### config.mk
export PLATFORM = sky130hd
export DESIGN_NAME = cpu_ifetch
export DESIGN_NICKNAME = d
export VERILOG_FILES = /design/src/rtl/cpu_ifetch.sv
export SDC_FILE = /design/constraint.sdc
export NUM_CORES = 1
export LEC_CHECK = 0
export CAP_MARGIN = 20
export CORE_ASPECT_RATIO = 0.6
export CORE_UTILIZATION = 45
export CTS_CLUSTER_DIAMETER = 150
export DETAILED_ROUTE_END_ITERATION = 10
export PLACE_DENSITY = 0.92
export SETUP_SLACK_MARGIN = 0.5
export SYNTH_ARGS = -nofsm -noshare
export SYNTH_HDL_FRONTEND = slang
export SYNTH_SLANG_ARGS = --single-unit
### constraint.sdc
create_clock -name clk -period 5 [get_ports clk]
set_input_delay 0.75 -clock clk [delete_from_list [all_inputs] [get_ports clk]]
set_output_delay 0.75 -clock clk [all_outputs]
set_load 0.02 [all_outputs]
### src/rtl/cpu_ifetch.sv
// cpu_ifetch: single-word Avalon-MM instruction fetch with wait-state
// tolerance, big-endian byte swap and halt on null or misaligned PC.
module cpu_ifetch #(
  parameter logic [31:0] RESET_VECTOR = 32'hBFC00000,
  parameter logic [31:0] HALT_ADDR    = 32'h00000000
) (
  input  logic        clk,
  input  logic        reset,
  input  logic [31:0] pc_i,
  input  logic        fetch_en,
  output logic [31:0] avm_address,
  output logic        avm_read,
  output logic [3:0]  avm_byteenable,
  input  logic [31:0] avm_readdata,
  input  logic        avm_waitrequest,
  output logic [31:0] instr_o,
  output logic [31:0] instr_pc_o,
  output logic        instr_valid,
  output logic        pc_wen_o,
  output logic        active_o,
  output logic        fault_o
);

  typedef enum logic [1:0] {
    IDLE,
    REQ,
    VALID,
    HALT
  } state_t;

  state_t state;

  logic pc_halt;
  logic pc_misal;
  logic start;

  assign pc_halt  = (pc_i == HALT_ADDR);
  assign pc_misal = (pc_i[1:0] != 2'b00);

  // pc_i is stale while pc_wen_o is high, so VALID waits one cycle
  assign start = fetch_en &&
                 ((state == IDLE) ||
                  (state == VALID && !pc_wen_o));

  assign avm_byteenable = 4'b1111;

  always_ff @(posedge clk or negedge reset) begin
    if (!reset) begin
      state       <= IDLE;
      avm_address <= 32'h0;
      avm_read    <= 1'b0;
      instr_o     <= 32'h0;
      instr_pc_o  <= RESET_VECTOR;
      instr_valid <= 1'b0;
      pc_wen_o    <= 1'b0;
      active_o    <= 1'b1;
      fault_o     <= 1'b0;
    end else begin
      pc_wen_o <= 1'b0;
      unique case (state)
        IDLE, VALID: begin
          if (start) begin
            instr_valid <= 1'b0;
            if (pc_halt) begin
              state    <= HALT;
              active_o <= 1'b0;
            end else if (pc_misal) begin
              state    <= HALT;
              fault_o  <= 1'b1;
              active_o <= 1'b0;
            end else begin
              state       <= REQ;
              avm_address <= pc_i;
              avm_read    <= 1'b1;
            end
          end
        end
        REQ: begin
          if (!avm_waitrequest) begin
            instr_o <= {avm_readdata[7:0],
                        avm_readdata[15:8],
                        avm_readdata[23:16],
                        avm_readdata[31:24]};
            instr_pc_o  <= avm_address;
            instr_valid <= 1'b1;
            avm_read    <= 1'b0;
            pc_wen_o    <= 1'b1;
            state       <= VALID;
          end
        end
        HALT: begin
          avm_read    <= 1'b0;
          instr_valid <= 1'b0;
        end
      endcase
    end
  end

endmodule
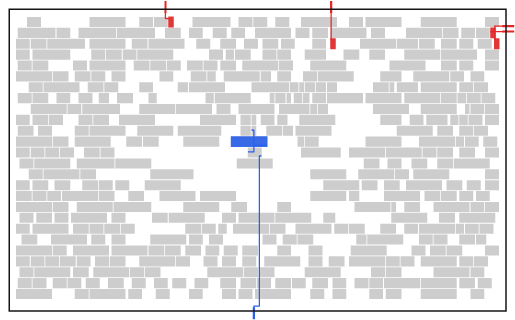
Fig. 1. Port wiring.
(4 px per micron)
| colour | port | direction | end cells | buffers | wire |
|---|---|---|---|---|---|
| blue | `instr_valid` | output | 1 | 1 | 50.8 microns |
| red | `avm_byteenable` | output | 4 | 0 | 19.2 microns |

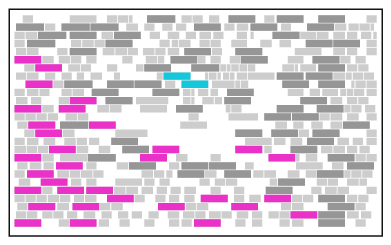
Fig. 2. Sequential cells coloured by netlist name.
(3 px per micron)
| colour | signal | flops |
|---|---|---|
| magenta | `instr_o` | 32 |
| cyan | `state` | 2 |
not coloured: 69

==> run notes <==
## Outcome
• **outcome** finished clean

## Critical path
• **data arrival at the endpoint of the critical path** 3.12 ns
• **required time of the critical path** 5.23 ns
• **CP max stage delay** 0.67 ns
• **worst setup path startpoint** pc_i[3]
• **list of cells traversed by the critical path** clkdlybuf4s50_1 > nor4_1 > nand4_1 > o211ai_4 > buf_16 > mux2_2
• **number of cells on the critical path** 6
• **type of destination of the critical path** flop
• **Bufs and invs on worst path** 2
• **worst setup slack for register-to-register paths** 2.97 ns
• **Critical Path Sink** avm_address[11]
• **count of cells along the worst register-to-register path** 5
• **Setup Crit Path Kind** in2reg

## Place
• **cell count after placement** 517
• **placed wire-length estimate** 6960 microns
• **worst slack after detailed placement** 1.45 ns
• **Area after DPL** 5750 sq um
• **Port-buffer cells** 168

## Cells and area
• **number of antenna repair diodes** 0
• **count of plain and timing-repair buffers** 172
• **fin nets** 485
• **Inverters, non-clock** 2
• **most instantiated logic cells after routing** clkdlybuf4s50_1, dfrtp_1, mux2_2
• **area used by sequential logic in the layout** 2590 sq um
• **largest registers ranked by flip-flop count** avm_address (32), instr_o (32), instr_pc_o (32)
• **layout clock buffer count** 11
• **cell type taking the most area** flip-flops and latches
• **final standard cell count with taps included and fillers excluded** 534
• **sequential cell count** 103
• **combinational share of cell area** 0.215
• **fraction of final layout cells sized beyond drive strength 1** 0.301
• **Comb area** 1310 sq um

## Route
• **antenna violation net count after detailed routing** 0
• **routed wl met3** 1020 microns
• **wire length per cell** 18.0 microns
• **met2 routed WL** 4540 microns
• **via density per instance** 4.99

## GRT
• **total track usage** 0.222
• **routing usage on met2** 0.362
• **initial antenna violation count** 0
• **global routing usage on met1** 0.269
• **total congestion overflow** 0

## Power and ir drop
• **part of the total power dissipated in combinational logic** 0.173
• **switching share of total power** 0.245
• **cell leakage power** 2.71 nW
• **total power after layout** 2.03 mW
• **power of the sequential group** 0.936 mW
• **proportion of power drawn by the clock network** 0.365
• **worst ir drop on vdd** 0.209 mV
• **Pwr per Cell Area** 333 nW/um^2
• **register share of total power** 0.461

## Timing
• **min setup slack post-route** 2.10 ns
• **peak clock frequency supported by timing** 345 MHz
• **Hold Vio Cnt, Final** 0
• **Total Negative Setup Slacks** 0 ns
• **Worst Tran Pin Value** 0.703 ns
• **max-slew violation count** 0
• **slew margin rel.** 0.529
• **RSZ-0062 raised after global routing** no
• **total of endpoints with negative setup slack in the final report** 0
• **share of the clock period used by the worst path** 0.579

## Logic synthesis
• **multiplexer share of the synthesized area** 0.270
• **number of library cell types mapped by synthesis** 25
• **Basic Gates by Area** 0.0294
• **synthesized instance count** 245
• **comb area leader** multiplexers
• **register area share after synthesis** 0.647
• **most numerous cell in the Yosys netlist** dfrtp_1
• **and-or/or-and share of the synthesized area** 0.0228
• **Primary FF master, synth** dfrtp_1

## Clock network
• **Post-CTS Resized** 0
• **Clock Path Buffers** 2
• **clock transition at the registers of the reported paths** 0.07 ns
• **CTS HTree Levels** 3
• **clk ins delay skew pair** 0.34 ns
• **Sinks on Clock Net** 103
• **CTS buffer count** 9

## Die
• **die y size** 75.1 microns
• **number of tap instances** 112
• **Core Rows** 26

## Job
• **count of maximum capacitance violations** 0

No activity file was given, so power comes from the tool's default toggle rates.
